### src/rtl/result_writer_pkg.sv
// rtl/result_writer_pkg.sv - shared types and constants for the result writer
package result_writer_pkg;

  typedef enum logic [1:0] {
    IDLE = 2'd0,
    RUN  = 2'd1,
    DONE = 2'd2
  } state_e;

  localparam int RESULT_W    = 24;
  localparam int PIX_W       = 8;
  localparam int ADDR_W      = 18;
  localparam int DEF_FRAME_W = 640;
  localparam int DEF_FRAME_H = 360;

  // r is the rounded, shifted result; it only needs saturating to the pixel range.
  function automatic logic [PIX_W-1:0] clamp_pix(input logic signed [RESULT_W:0] r);
    if (r[RESULT_W]) begin
      return '0;
    end else if (|r[RESULT_W-1:PIX_W]) begin
      return '1;
    end else begin
      return r[PIX_W-1:0];
    end
  endfunction

endpackage

### src/rtl/result_fifo.sv
// rtl/result_fifo.sv - small circular output buffer; a push into a full buffer
// is accepted only when a pop frees the slot in the same cycle.
module result_fifo #(
  parameter int WIDTH = 8,
  parameter int DEPTH = 4
) (
  input  logic             clk,
  input  logic             rst,
  input  logic             push,
  input  logic [WIDTH-1:0] push_data,
  input  logic             pop,
  output logic [WIDTH-1:0] head,
  output logic             empty,
  output logic             drop
);

  localparam int PTR_W = (DEPTH > 1) ? $clog2(DEPTH) : 1;
  localparam logic [PTR_W:0] FULL_CNT = (PTR_W + 1)'(DEPTH);

  logic [WIDTH-1:0] mem_q [DEPTH];
  logic [WIDTH-1:0] mem_d [DEPTH];
  logic [PTR_W-1:0] wr_ptr_q, wr_ptr_d;
  logic [PTR_W-1:0] rd_ptr_q, rd_ptr_d;
  logic [PTR_W:0]   count_q, count_d;
  logic             do_push, do_pop;

  always_comb begin
    do_pop   = pop && (count_q != '0);
    do_push  = push && ((count_q != FULL_CNT) || do_pop);
    mem_d    = mem_q;
    wr_ptr_d = wr_ptr_q;
    rd_ptr_d = rd_ptr_q;
    count_d  = count_q;
    if (do_push) begin
      mem_d[wr_ptr_q] = push_data;
      wr_ptr_d        = wr_ptr_q + 1'b1;
    end
    if (do_pop) begin
      rd_ptr_d = rd_ptr_q + 1'b1;
    end
    if (do_push && !do_pop) begin
      count_d = count_q + 1'b1;
    end else if (do_pop && !do_push) begin
      count_d = count_q - 1'b1;
    end
  end

  always_ff @(posedge clk or posedge rst) begin
    if (rst) begin
      for (int i = 0; i < DEPTH; i++) begin
        mem_q[i] <= '0;
      end
      wr_ptr_q <= '0;
      rd_ptr_q <= '0;
      count_q  <= '0;
    end else begin
      mem_q    <= mem_d;
      wr_ptr_q <= wr_ptr_d;
      rd_ptr_q <= rd_ptr_d;
      count_q  <= count_d;
    end
  end

  assign head  = mem_q[rd_ptr_q];
  assign empty = (count_q == '0);
  assign drop  = push && !do_push;

endmodule

### src/rtl/result_writer.sv
// rtl/result_writer.sv - requantizes convolution results to 8-bit pixels and
// writes them to a frame buffer in raster order through a small output buffer.
module result_writer
  import result_writer_pkg::*;
#(
  parameter int FRAME_W    = DEF_FRAME_W,
  parameter int FRAME_H    = DEF_FRAME_H,
  parameter int SHIFT      = 14,
  parameter int FIFO_DEPTH = 4
) (
  input  logic                clock,
  input  logic                reset,
  input  logic                io_input_valid,
  input  logic [RESULT_W-1:0] io_result,
  input  logic                io_frame_start,
  input  logic                io_wr_ready,
  output logic                io_wr_en,
  output logic [ADDR_W-1:0]   io_wr_addr,
  output logic [PIX_W-1:0]    io_wr_data,
  output logic                io_frame_done,
  output logic                io_overflow,
  output logic                io_busy
);

  localparam int COL_W = (FRAME_W > 1) ? $clog2(FRAME_W) : 1;
  localparam int ROW_W = (FRAME_H > 1) ? $clog2(FRAME_H) : 1;
  localparam logic [COL_W-1:0] COL_LAST = COL_W'(FRAME_W - 1);
  localparam logic [ROW_W-1:0] ROW_LAST = ROW_W'(FRAME_H - 1);
  localparam logic signed [RESULT_W:0] ROUND = (RESULT_W + 1)'(1) << (SHIFT - 1);

  logic signed [RESULT_W:0] sum;
  logic signed [RESULT_W:0] r1_q, r1_d;
  logic                     v1_q, v1_d;
  logic [PIX_W-1:0]         pix2_q, pix2_d;
  logic                     v2_q, v2_d;

  logic [COL_W-1:0]  col_q, col_d, col_b;
  logic [ROW_W-1:0]  row_q, row_d, row_b;
  logic [ADDR_W-1:0] addr_q, addr_d, addr_b;
  state_e            state_q, state_d;
  logic              frame_done_q, frame_done_d;
  logic              busy_q, busy_d;
  logic              overflow_q, overflow_d;

  logic             fifo_empty, fifo_drop;
  logic [PIX_W-1:0] fifo_head;
  logic             wr_en, wr_done, last_write;

  result_fifo #(
    .WIDTH(PIX_W),
    .DEPTH(FIFO_DEPTH)
  ) u_fifo (
    .clk      (clock),
    .rst      (reset),
    .push     (v2_q),
    .push_data(pix2_q),
    .pop      (wr_done),
    .head     (fifo_head),
    .empty    (fifo_empty),
    .drop     (fifo_drop)
  );

  always_comb begin
    sum    = $signed({io_result[RESULT_W-1], io_result}) + ROUND;
    r1_d   = sum >>> SHIFT;
    v1_d   = io_input_valid;
    pix2_d = clamp_pix(r1_q);
    v2_d   = v1_q;

    wr_en   = !fifo_empty;
    wr_done = wr_en && io_wr_ready;

    // A frame start rebases the counters first so a coincident write lands on 0.
    col_b  = io_frame_start ? '0 : col_q;
    row_b  = io_frame_start ? '0 : row_q;
    addr_b = io_frame_start ? '0 : addr_q;
    col_d  = col_b;
    row_d  = row_b;
    addr_d = addr_b;
    last_write = wr_done && (col_b == COL_LAST) && (row_b == ROW_LAST);
    if (wr_done) begin
      if (col_b == COL_LAST) begin
        col_d = '0;
        if (row_b == ROW_LAST) begin
          row_d  = '0;
          addr_d = '0;
        end else begin
          row_d  = row_b + 1'b1;
          addr_d = addr_b + 1'b1;
        end
      end else begin
        col_d  = col_b + 1'b1;
        addr_d = addr_b + 1'b1;
      end
    end

    state_d = state_q;
    case (state_q)
      IDLE: begin
        if (last_write) begin
          state_d = DONE;
        end else if (wr_done || io_frame_start) begin
          state_d = RUN;
        end
      end
      RUN:     if (last_write) state_d = DONE;
      DONE:    state_d = IDLE;
      default: state_d = IDLE;
    endcase

    frame_done_d = (state_d == DONE);
    busy_d       = (state_d == RUN);
    overflow_d   = overflow_q || fifo_drop;
  end

  always_ff @(posedge clock or posedge reset) begin
    if (reset) begin
      r1_q         <= '0;
      v1_q         <= 1'b0;
      pix2_q       <= '0;
      v2_q         <= 1'b0;
      col_q        <= '0;
      row_q        <= '0;
      addr_q       <= '0;
      state_q      <= IDLE;
      frame_done_q <= 1'b0;
      busy_q       <= 1'b0;
      overflow_q   <= 1'b0;
    end else begin
      r1_q         <= r1_d;
      v1_q         <= v1_d;
      pix2_q       <= pix2_d;
      v2_q         <= v2_d;
      col_q        <= col_d;
      row_q        <= row_d;
      addr_q       <= addr_d;
      state_q      <= state_d;
      frame_done_q <= frame_done_d;
      busy_q       <= busy_d;
      overflow_q   <= overflow_d;
    end
  end

  assign io_wr_en      = wr_en;
  assign io_wr_data    = fifo_empty ? '0 : fifo_head;
  assign io_wr_addr    = addr_q;
  assign io_frame_done = frame_done_q;
  assign io_overflow   = overflow_q;
  assign io_busy       = busy_q;

endmodule

### config.mk
export PLATFORM = sky130hd
export DESIGN_NAME = result_writer
export DESIGN_NICKNAME = d
export VERILOG_FILES = /design/src/rtl/result_writer_pkg.sv /design/src/rtl/result_fifo.sv /design/src/rtl/result_writer.sv
export SDC_FILE = /design/constraint.sdc
export NUM_CORES = 1
export LEC_CHECK = 0
export ABC_CLOCK_PERIOD_IN_PS = 3300
export CAP_MARGIN = 40
export CORE_MARGIN = 2
export CORE_UTILIZATION = 50
export DETAILED_ROUTE_END_ITERATION = 6
export PLACE_DENSITY = 0.84
export SKIP_CTS_REPAIR_TIMING = 1
export SLEW_MARGIN = 40
export SYNTH_ARGS = -nofsm -noshare
export SYNTH_HDL_FRONTEND = slang
export SYNTH_SLANG_ARGS = --single-unit
export TNS_END_PERCENT = 100
### constraint.sdc
create_clock -name clock -period 3.3 [get_ports clock]
set_clock_uncertainty 0.15 [all_clocks]
set_input_delay 0.66 -clock clock [delete_from_list [all_inputs] [get_ports clock]]
set_output_delay 0.66 -clock clock [all_outputs]
set_load 0.02 [all_outputs]
Run 1, met1 routing:
Scale bar: 20 um. Cells faint in the background.
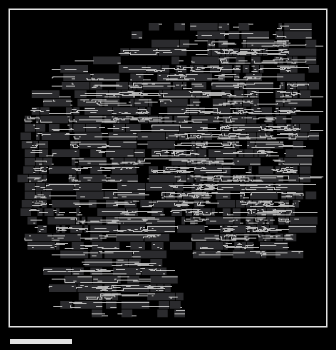
The wires run mostly horizontal. The longest straight run is 32.7 um.
GR Layer Usage met1: 23.51%
Vias: 3345
final WL: 9276 um

Run 1, met2 routing:
Cells faint in the background.
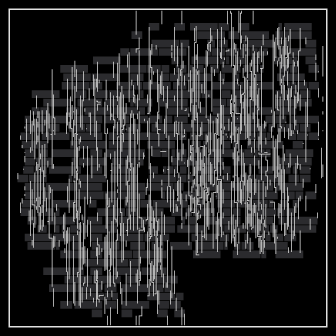
447 nets have wire on it. The layer holds 53% of the routed length.
global-route track usage on met2: 34.62%

Run 1, M3 wires:
Scale bar: 20 um. Cells faint in the background.
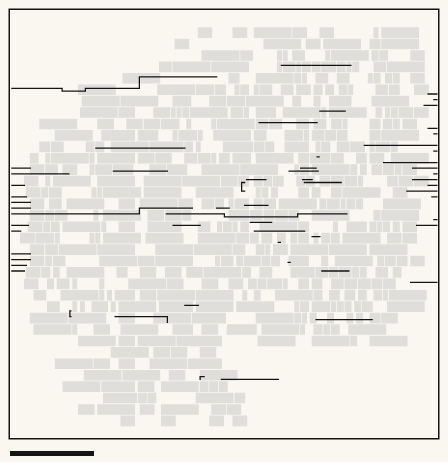
The longest straight run is 30.4 um. The layer carries 457 um of wire.
met3 Usage GRT: 4.993%

==> qor.yml, run 1 <==
run_status:
  status: "finished clean"
min_path:
  hold_end: "v2_q"
  hp-class: "flip-flop to flip-flop"
  holdPathStages: 0
  worstHoldStart: "v1_q"
final_layout:
  comb_area_share_pct: 37.34
  fin_util_pct: 61.39
  bufAreaShareNonClock_pct: 10.23
  fin_area_mm2: 0.005699
  logic_gates: 281
  drive_above_1_share_pct: 18.18
  top_register: "u_fifo.mem_q"
  final_nets: 507
  logic_area_mm2: 0.002128
  largest_register_ffs: 32
  seq_share_pct: 44.79
  synthToLayoutAreaGrowth_pct: 18.81
  nonClockBufferCount: 61
  inv_count: 13
  ff_count: 102
  num-fill-cells: 744
  clkCellAreaFrac_pct: 3.886
  clkbuf_count: 10
  regArea_mm2: 0.002552
  layout_top_cell: "dfrtp_1"
  finalNonFillerCells: 602
clock_tree:
  cts-buffers-inserted: 9
  cts.sinks: 102
  ctsHtreeMaxLevel: 3
  clk_latency_ns: 0.37
  cts-root-buf: "clkbuf_8"
  clk_path_buf_depth: 2
  clk_pin_slew_ns: 0.10
  cts_tree: "built"
job:
  max_cap_viol_count: 0
route:
  drc_errors: 0
  post_drt_wl_per_cell_um: 15.41
  drtIter0Drc: 113
  antenna_left: 0
  avgViaCountPerCell: 5.556
  firstDrtPassIters: 4
setup_path:
  crit_arrival_ns: 2.24
  cp-endpoint: "io_wr_data[4]"
  path_cells: "or3_1 -> and2_1 -> clkdlybuf4s50_1"
  start_kind: "flip-flop"
  ff2ff_path_depth: 6
  crit_path_max_fanout: 11
  slowest_delay_ns: 0.60
  r2r-end: "io_wr_addr[16]"
  cp-startpoint: "u_fifo.count_q[0]"
  required_ns: 2.49
  r2r_slack_ns: 0.86
  slowest_stage: "or3_1"
  critPathCaptureType: "output pin"
  worstSetupPathType: "flip-flop to output pin"
logic_synthesis:
  muxShareOfSynthArea_pct: 12.21
  top_cell: "dfrtp_1"
  syn_nets: 452
  ys_seq_share_pct: 53.21
  synth-compound-area-share_pct: 5.347
  synth_flops: 102
  simple_gate_share_pct: 18.39
  synth.area.top_cells: "dfrtp_1 53%, mux2_2 8.5%, xnor2_1 3.8%, mux4_2 3.8%, nor2_1 2.8%"
  ys_cells: 413
  top_area_cell: "dfrtp_1"
  yosysWarnings: 0
  synth_cells: 413
  yosys.area_share.xor_xnor_pct: 5.660
  synth.cellmix.adderShare_pct: 2.765
  ff_type: "dfrtp_1"
  async_flop_share_pct: 100.0
  top_area_share_pct: 53.21
  yosysChipArea_mm2: 0.004797
  syn_avg_cell_area_um2: 11.62
  logic_family: "simple AND/OR/NAND/NOR gates"
final_timing:
  rsz0062_at_grt: "no"
  timing.final.hold_violations: 0
  max-slew-margin-rel_pct: 57.28
  slew_viol_final: 0
  fin_ws_ns: 0.2550
  setup_viol: 0
  fin_setup_tns_ns: 0
  fin_crit_ns: 3.045
  min_period_over_period_pct: 92.27
placed_design:
  hpwlAfterDp_um: 6508
  routabilityCongestion: 0.8570
  post_dp_cell_area_mm2: 0.005478
  pre_cts_ws_ns: 0.05135
  dpl.cell_count: 586
  io_buffers: 45
pwr:
  power.density_mw_per_mm2: 686.6
  vdd_drop_max_mv: 0.4900
  leakagePower_uw: 0.002360
die:
  io_pins: 59
  taps: 129
  coreArea_mm2: 0.009284
  die_w_um: 102.0
  fp_util_pct: 51.67
  die_h_um: 102.0
  die_area_mm2: 0.01039
global_routing:
  grt_usage_pct: 19.62
  antenna_found_initial: 0
  grt_pass1_vias: 3392
  grt_pass1_wl_um: 15890
  grt_max_degree: 52
  gr-total-overflow: 0
-- run 1: worst max-delay path, delay by kind of cell, from the launching register on --
family | cells | cell delay, ns
AND/OR/NAND/NOR | 2 | 0.82
buffers and inverters | 1 | 0.56
flip-flops | 1 | 0.49
-- run 1: per-layer routing --
| metal | global-route usage (%) | part of all wire [%] | vias to the layer above |
|---|---|---|---|
| met5 | 0 | 0 | - |
| li1 | - | - | 1580 |
| met4 | 6.564 | 1.7 | 0 |
| met3 | 4.993 | 4.9 | 15 |
| met2 | 34.62 | 53 | 83 |
| met1 | 23.51 | 40 | 1667 |
-- run 1: power breakdown --
group,internal (uW),total [uW],switching (uW)
registers,1530,1740,211
clock network,391,853,462
logic,743,1320,576
total,2660,3910,1250
==> inputs of run 2 (changes only) <==
--- a/config.mk
+++ b/config.mk
@@ -11,7 +11,6 @@
 export CORE_UTILIZATION = 50
 export DETAILED_ROUTE_END_ITERATION = 6
 export PLACE_DENSITY = 0.84
-export SKIP_CTS_REPAIR_TIMING = 1
 export SLEW_MARGIN = 40
 export SYNTH_ARGS = -nofsm -noshare
 export SYNTH_HDL_FRONTEND = slang
Run 2, met2 routing:
Cells faint in the background.
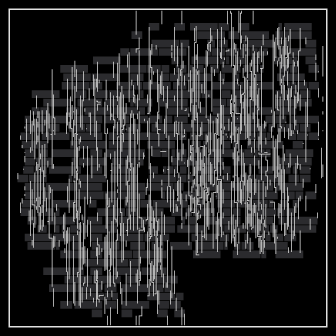
447 nets have wire on it. The longest straight run is 38.8 um. The layer carries 4930 um of wire. The wires run mostly vertical.

Run 2, met1 routing:
Scale bar: 20 um. Cells faint in the background.
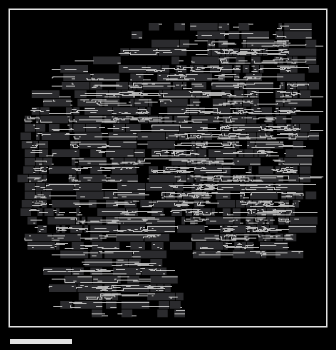
The longest straight run is 32.7 um. The layer holds 40% of the routed length.

==> qor.yml, run 2 <==
route:
  firstDrtPassIters: 4  # unchanged
  wl_um: 9276  # unchanged
  drtIter0Drc: 113  # unchanged
  wl_met3_um: 457  # unchanged
  post_drt_wl_per_cell_um: 15.41  # unchanged
  drc_errors: 0  # unchanged
  antenna_left: 0  # unchanged
  dr.max_layer_used: "met4"  # unchanged
  dr_wl_met2_um: 4931  # unchanged
  avgViaCountPerCell: 5.556  # unchanged
  drt-met1-wl_um: 3728  # unchanged
  vias: 3345  # unchanged
clock_tree:
  ctsHtreeMaxLevel: 3  # unchanged
  post-cts-setup-buffers: 0
  cts_tree: "built"  # unchanged
  cts-buffers-inserted: 9  # unchanged
  cts-root-buf: "clkbuf_8"  # unchanged
  cts_hold_buf: 0
  post_cts_resized: 0
  cts.sinks: 102  # unchanged
  clk_latency_ns: 0.37  # about the same
  clk_path_buf_depth: 2  # unchanged
  clk_pin_slew_ns: 0.10  # about the same
final_timing:
  fmax_mhz: 328.4  # unchanged
  setup_viol: 0  # unchanged
  tightest_slew_ns: 0.6394  # unchanged
  timing.final.hold_violations: 0  # unchanged
  slew_viol_final: 0  # unchanged
  min_period_over_period_pct: 92.27  # unchanged
  fin_setup_tns_ns: 0  # unchanged
  finalHoldWorstSlack_ns: 0.2070  # unchanged
  fin_crit_ns: 3.045  # unchanged
  rsz0062_at_grt: "no"  # unchanged
  fin_ws_ns: 0.2550  # unchanged
  max-slew-margin-rel_pct: 57.28  # unchanged
pwr:
  vdd_drop_max_mv: 0.4900  # unchanged
  leakagePower_uw: 0.002360  # unchanged
  power.density_mw_per_mm2: 686.6  # unchanged
  p_total_uw: 3913  # unchanged
final_layout:
  final_nets: 507  # unchanged
  num-fill-cells: 744  # unchanged
  regArea_mm2: 0.002552  # unchanged
  fin_util_pct: 61.39  # unchanged
  mostFrequentLayoutCells: "102 x dfrtp_1, 45 x clkdlybuf4s50_1, 36 x mux2_2, 36 x nor2_1, 21 x xnor2_1"  # unchanged
  logic_area_mm2: 0.002128  # unchanged
  finalNonFillerCells: 602  # unchanged
  fin_area_mm2: 0.005699  # unchanged
  layout_top_cell: "dfrtp_1"  # unchanged
  synthToLayoutAreaGrowth_pct: 18.81  # unchanged
  top_register: "u_fifo.mem_q"  # unchanged
  largest_register_ffs: 32  # unchanged
  drive_above_1_share_pct: 18.18  # unchanged
  n_antenna_cell: 0  # unchanged
logic_synthesis:
  simple_gate_share_pct: 18.39  # unchanged
  yosysUniqueCellTypes: 51  # unchanged
  synth_flops: 102  # unchanged
  yosys.area_share.xor_xnor_pct: 5.660  # unchanged
  top_cell: "dfrtp_1"  # unchanged
  synth_cells: 413  # unchanged
  ys_seq_share_pct: 53.21  # unchanged
  syn_area_mm2: 0.004797  # unchanged
  logic_family: "simple AND/OR/NAND/NOR gates"  # unchanged
  syn_avg_cell_area_um2: 11.62  # unchanged
  synth.area.top_cells: "dfrtp_1 53%, mux2_2 8.5%, xnor2_1 3.8%, mux4_2 3.8%, nor2_1 2.8%"  # unchanged
  muxShareOfSynthArea_pct: 12.21  # unchanged
  synth-edff-count: 0  # unchanged
  syn_nets: 452  # unchanged
  common_cells: "102 x dfrtp_1, 36 x mux2_2, 36 x nor2_1"  # unchanged
  ys_cells: 413  # unchanged
  ff_type: "dfrtp_1"  # unchanged
  yosysWarnings: 0  # unchanged
  synth.cellmix.adderShare_pct: 2.765  # unchanged
  synth-compound-area-share_pct: 5.347  # unchanged
  top_area_cell: "dfrtp_1"  # unchanged
  yosysChipArea_mm2: 0.004797  # unchanged
  async_flop_share_pct: 100.0  # unchanged
  top_area_share_pct: 53.21  # unchanged
placed_design:
  post_dp_cell_area_mm2: 0.005478  # unchanged
  io_buffers: 45  # unchanged
  routabilityCongestion: 0.8570  # unchanged
  hpwlAfterDp_um: 6508  # unchanged
  dpl.cell_count: 586  # unchanged
  pre_cts_ws_ns: 0.05135  # unchanged
setup_path:
  cp-startpoint: "u_fifo.count_q[0]"  # unchanged
  slowest_stage: "or3_1"  # unchanged
  worstSetupPathType: "flip-flop to output pin"  # unchanged
  crit_path_max_fanout: 11  # unchanged
  cp.depth: 3  # unchanged
  ff2ff_path_depth: 6  # unchanged
  start_kind: "flip-flop"  # unchanged
  r2r_start: "io_wr_addr[0]"  # unchanged
  r2r_slack_ns: 0.86  # about the same
  critPathCaptureType: "output pin"  # unchanged
  r2r-end: "io_wr_addr[16]"  # unchanged
  required_ns: 2.49  # about the same
  slowest_delay_ns: 0.60  # about the same
  path_cells: "or3_1 -> and2_1 -> clkdlybuf4s50_1"  # unchanged
  cp_top_family: "simple AND/OR/NAND/NOR gates"  # unchanged
  cp-endpoint: "io_wr_data[4]"  # unchanged
  crit_arrival_ns: 2.24  # about the same
  critPathBufInv: 1  # unchanged
global_routing:
  grt_pass1_wl_um: 15890  # unchanged
  grt_pass1_vias: 3392  # unchanged
  grt_max_degree: 52  # unchanged
  gr-total-overflow: 0  # unchanged
  grt_usage_pct: 19.62  # unchanged
  antenna_found_initial: 0  # unchanged
die:
  die_area_mm2: 0.01039  # unchanged
  num_rows: 35  # unchanged
  io_pins: 59  # unchanged
  coreArea_mm2: 0.009284  # unchanged
  fp_util_pct: 51.67  # unchanged
  die_h_um: 102.0  # unchanged
  die_w_um: 102.0  # unchanged
job:
  warning_count: 42  # unchanged
  max_cap_viol_count: 0  # unchanged
min_path:
  worstHoldStart: "v1_q"  # unchanged
  hp-class: "flip-flop to flip-flop"  # unchanged
  hold_end: "v2_q"  # unchanged
  holdPathStages: 0  # unchanged
run_status:
  status: "finished clean"  # unchanged
## run 2: cell counts after synthesis
Identical to the previous run, type by type.
## run 2: layout make-up
type,instances,share of cell area (%)
Sequential cell,102,44.79
Multi-Input combinational cell,281,37.34
Timing Repair Buffer,61,10.23
Tap cell,129,2.832
Clock buffer,10,2.415
Clock inverter,6,1.471
Inverter,13,0.9221
## run 2: power breakdown
group / leakage (uW) / internal, uW / switching, uW / total [uW]
Clock: 0.000113 / 391 / 462 / 853
Sequential: 0.00129 / 1530 / 211 / 1740
Combinational: 0.000962 / 743 / 576 / 1320
Total: 0.00236 / 2660 / 1250 / 3910
## run 2: layer usage
layer | GRT usage (%) | vias to the layer above
li1 | - | 1580
met1 | 23.51 | 1667
met2 | 34.62 | 83
met3 | 4.993 | 15
met4 | 6.564 | 0
met5 | 0 | -
==> inputs of run 3 (changes only) <==
--- a/config.mk
+++ b/config.mk
@@ -5,7 +5,7 @@
 export SDC_FILE = /design/constraint.sdc
 export NUM_CORES = 1
 export LEC_CHECK = 0
-export ABC_CLOCK_PERIOD_IN_PS = 3300
+export ABC_CLOCK_PERIOD_IN_PS = 2500
 export CAP_MARGIN = 40
 export CORE_MARGIN = 2
 export CORE_UTILIZATION = 50
==> constraint.sdc (replaced) <==
create_clock -name clock -period 2.5 [get_ports clock]
set_clock_uncertainty 0.15 [all_clocks]
set_input_delay 0.5 -clock clock [delete_from_list [all_inputs] [get_ports clock]]
set_output_delay 0.5 -clock clock [all_outputs]
set_load 0.02 [all_outputs]
Run 3, met2 routing:
Cells faint in the background.
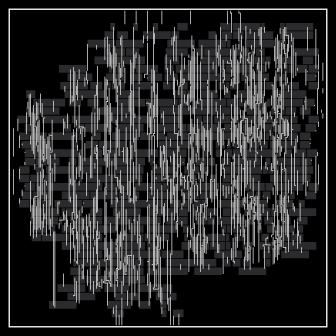
477 nets have wire on it. The layer carries 5420 um of wire. The wires run mostly vertical. The longest straight run is 49.0 um.
global-route track usage on met2: 38.01%
final WL: 9742 um
Vias: 3482

Run 3, met1 routing:
Scale bar: 20 um. Cells faint in the background.
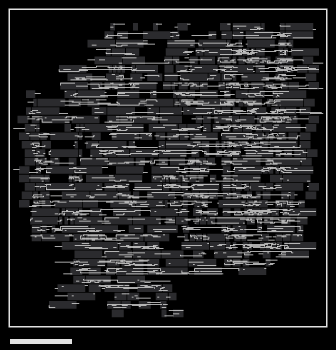
The longest straight run is 31.7 um. The layer carries 3870 um of wire. The wires run mostly horizontal. 453 nets have wire on it. The layer holds 40% of the routed length.
GR Layer Usage met1: 24.13%

==> qor.yml, run 3 <==
run_status:
  status: "finished clean"  # unchanged
final_layout:
  ff_count: 102  # unchanged
  fin_util_pct: 65.08  # was 61.39%
  top_register: "u_fifo.mem_q"  # unchanged
  finalNonFillerCells: 632  # was 602
  num-fill-cells: 714  # was 744
  seq_share_pct: 42.27  # was 44.79%
  largest_cell_class: "flip-flops and latches"  # unchanged
  logic_gates: 281  # unchanged
  logic_area_mm2: 0.002165  # was 0.002128 mm2
  comb_area_share_pct: 35.83  # was 37.34%
  nonClockBufferCount: 91  # was 61
  drive_above_1_share_pct: 26.44  # was 18.18%
  synthToLayoutAreaGrowth_pct: 25.95  # was 18.81%
  fin_area_mm2: 0.006042  # was 0.005699 mm2
  bufAreaShareNonClock_pct: 14.93  # was 10.23%
  clkCellAreaFrac_pct: 3.438  # was 3.886%
  layout_top_cell: "dfrtp_1"  # unchanged
  largest_register_ffs: 32  # unchanged
  mostFrequentLayoutCells: "101 x dfrtp_1, 37 x buf_4, 36 x mux2_2, 36 x nor2_1, 35 x clkdlybuf4s50_1"  # was 102 x dfrtp_1, 45 x clkdlybuf4s50_1, 36 x mux2_2, 36 x nor2_1, 21 x xnor2_1
  n_antenna_cell: 0  # unchanged
  regArea_mm2: 0.002554  # was 0.002552 mm2
  inv_count: 13  # unchanged
die:
  die_w_um: 102.0  # unchanged
  num_rows: 35  # unchanged
  die_area_mm2: 0.01039  # unchanged
  fp_util_pct: 51.67  # unchanged
min_path:
  hp-class: "flip-flop to flip-flop"  # unchanged
  holdPathStages: 0  # unchanged
logic_synthesis:
  simple_gate_share_pct: 18.39  # unchanged
  synth.area.top_cells: "dfrtp_1 53%, mux2_2 8.5%, xnor2_1 3.8%, mux4_2 3.8%, nor2_1 2.8%"  # unchanged
  synth_cells: 413  # unchanged
  common_cells: "102 x dfrtp_1, 36 x mux2_2, 36 x nor2_1"  # unchanged
  top_area_share_pct: 53.21  # unchanged
  yosysUniqueCellTypes: 51  # unchanged
  muxShareOfSynthArea_pct: 12.21  # unchanged
  logic_family: "simple AND/OR/NAND/NOR gates"  # unchanged
  synth.cellmix.adderShare_pct: 2.765  # unchanged
  yosysWarnings: 0  # unchanged
  ys_cells: 413  # unchanged
  syn_avg_cell_area_um2: 11.62  # unchanged
  synth-compound-area-share_pct: 5.347  # unchanged
  synth-edff-count: 0  # unchanged
  top_cell: "dfrtp_1"  # unchanged
  yosysChipArea_mm2: 0.004797  # unchanged
  yosys.area_share.xor_xnor_pct: 5.660  # unchanged
  syn_area_mm2: 0.004797  # unchanged
  top_area_cell: "dfrtp_1"  # unchanged
  ff_type: "dfrtp_1"  # unchanged
  synth_flops: 102  # unchanged
  async_flop_share_pct: 100.0  # unchanged
job:
  max_cap_viol_count: 0  # unchanged
  warning_count: 43  # was 42
setup_path:
  required_ns: 1.85  # was 2.49 ns
  crit_arrival_ns: 1.79  # was 2.24 ns
  crit_path_max_fanout: 5  # was 11
  worstSetupPathType: "flip-flop to output pin"  # unchanged
  critPathCaptureType: "output pin"  # unchanged
  start_kind: "flip-flop"  # unchanged
  ff2ff_path_depth: 8  # was 6
global_routing:
  grt_pass1_wl_um: 16670  # was 15890 um
  grt_pass1_vias: 3496  # was 3392
  grt_max_degree: 54  # was 52
  gr-total-overflow: 0  # unchanged
  met3_usage_pct: 4.309  # was 4.993%
  grt_usage_pct: 20.58  # was 19.62%
  antenna_found_initial: 0  # unchanged
  busiest_layer: "met2"  # unchanged
route:
  post_drt_wl_per_cell_um: 15.41  # about the same
  dr.max_layer_used: "met4"  # unchanged
  dr_wl_met2_um: 5420  # was 4931 um
  drt-met1-wl_um: 3869  # was 3728 um
  wl_met3_um: 367  # was 457 um
  avgViaCountPerCell: 5.509  # was 5.556
  firstDrtPassIters: 4  # unchanged
  drc_errors: 0  # unchanged
  drtIter0Drc: 95  # was 113
  antenna_left: 0  # unchanged
clock_tree:
  cts-root-buf: "clkbuf_8"  # unchanged
  cts_tree: "built"  # unchanged
  cts.sinks: 102  # unchanged
  ctsHtreeMaxLevel: 3  # unchanged
  cts-buffers-inserted: 9  # unchanged
  clk_latency_ns: 0.38  # was 0.37 ns
  clk_path_buf_depth: 2  # unchanged
  post_cts_resized: 39  # was 0
  cts_hold_buf: 0  # unchanged
pwr:
  seq_cell_power_uw: 2270  # was 1740 uW
  leakagePower_uw: 0.002566  # was 0.002360 uW
  p_int_uw: 3612  # was 2664 uW
  power.density_mw_per_mm2: 891.3  # was 686.6 mW/mm2
  p_total_uw: 5385  # was 3913 uW
  pg_comb_uw: 2060  # was 1320 uW
  power.share.sequential_pct: 42.2  # was 44.5%
  p_sw_share_pct: 32.92  # was 31.91%
  p_comb_share_pct: 38.2  # was 33.7%
  vdd_drop_max_mv: 0.3753  # was 0.4900 mV
  p_sw_uw: 1773  # was 1249 uW
  power_leader: "sequential cells"  # unchanged
  p_clk_share_pct: 19.5  # was 21.8%
final_timing:
  min_period_over_period_pct: 97.45
  fin_setup_tns_ns: 0  # unchanged
  timing.final.hold_violations: 0  # unchanged
  tightest_slew_ns: 0.5264  # was 0.6394 ns
  finalHoldWorstSlack_ns: 0.2102  # was 0.2070 ns
  fmax_mhz: 410.5
  setup_viol: 0  # unchanged
  rsz0062_at_grt: "no"  # unchanged
  max-slew-margin-rel_pct: 64.41  # was 57.28%
  fin_ws_ns: 0.06385  # was 0.2550 ns
  slew_viol_final: 0  # unchanged
placed_design:
  io_buffers: 45  # unchanged
  pre_cts_ws_ns: -0.4814  # was 0.05135 ns
  routabilityCongestion: 0.8395  # was 0.8570
  post_dp_cell_area_mm2: 0.005782  # was 0.005478 mm2
-- run 3: final timing paths --
check,startpoint,endpoint,slack [ns]
setup / recovery,u_fifo.rd_ptr_q[0],io_wr_data[0],0.06
hold / removal,v1_q,v2_q,0.21
setup reg to reg,u_fifo.count_q[0],u_fifo.count_q[1],0.22
hold reg to reg,v1_q,v2_q,0.21
max in group asynchronous,reset,u_fifo.rd_ptr_q[0],1.27
min in group asynchronous,reset,u_fifo.mem_q[16],0.32
-- run 3: critical path, cell delays in order (launching register included) --
cell and delay, ns:
dfrtp_2 0.42, buf_12 0.12, buf_16 0.11, mux4_2 0.48, and2_4 0.15, buf_6 0.12
Power figures rest on the tool's default switching activity, not on a simulated workload.
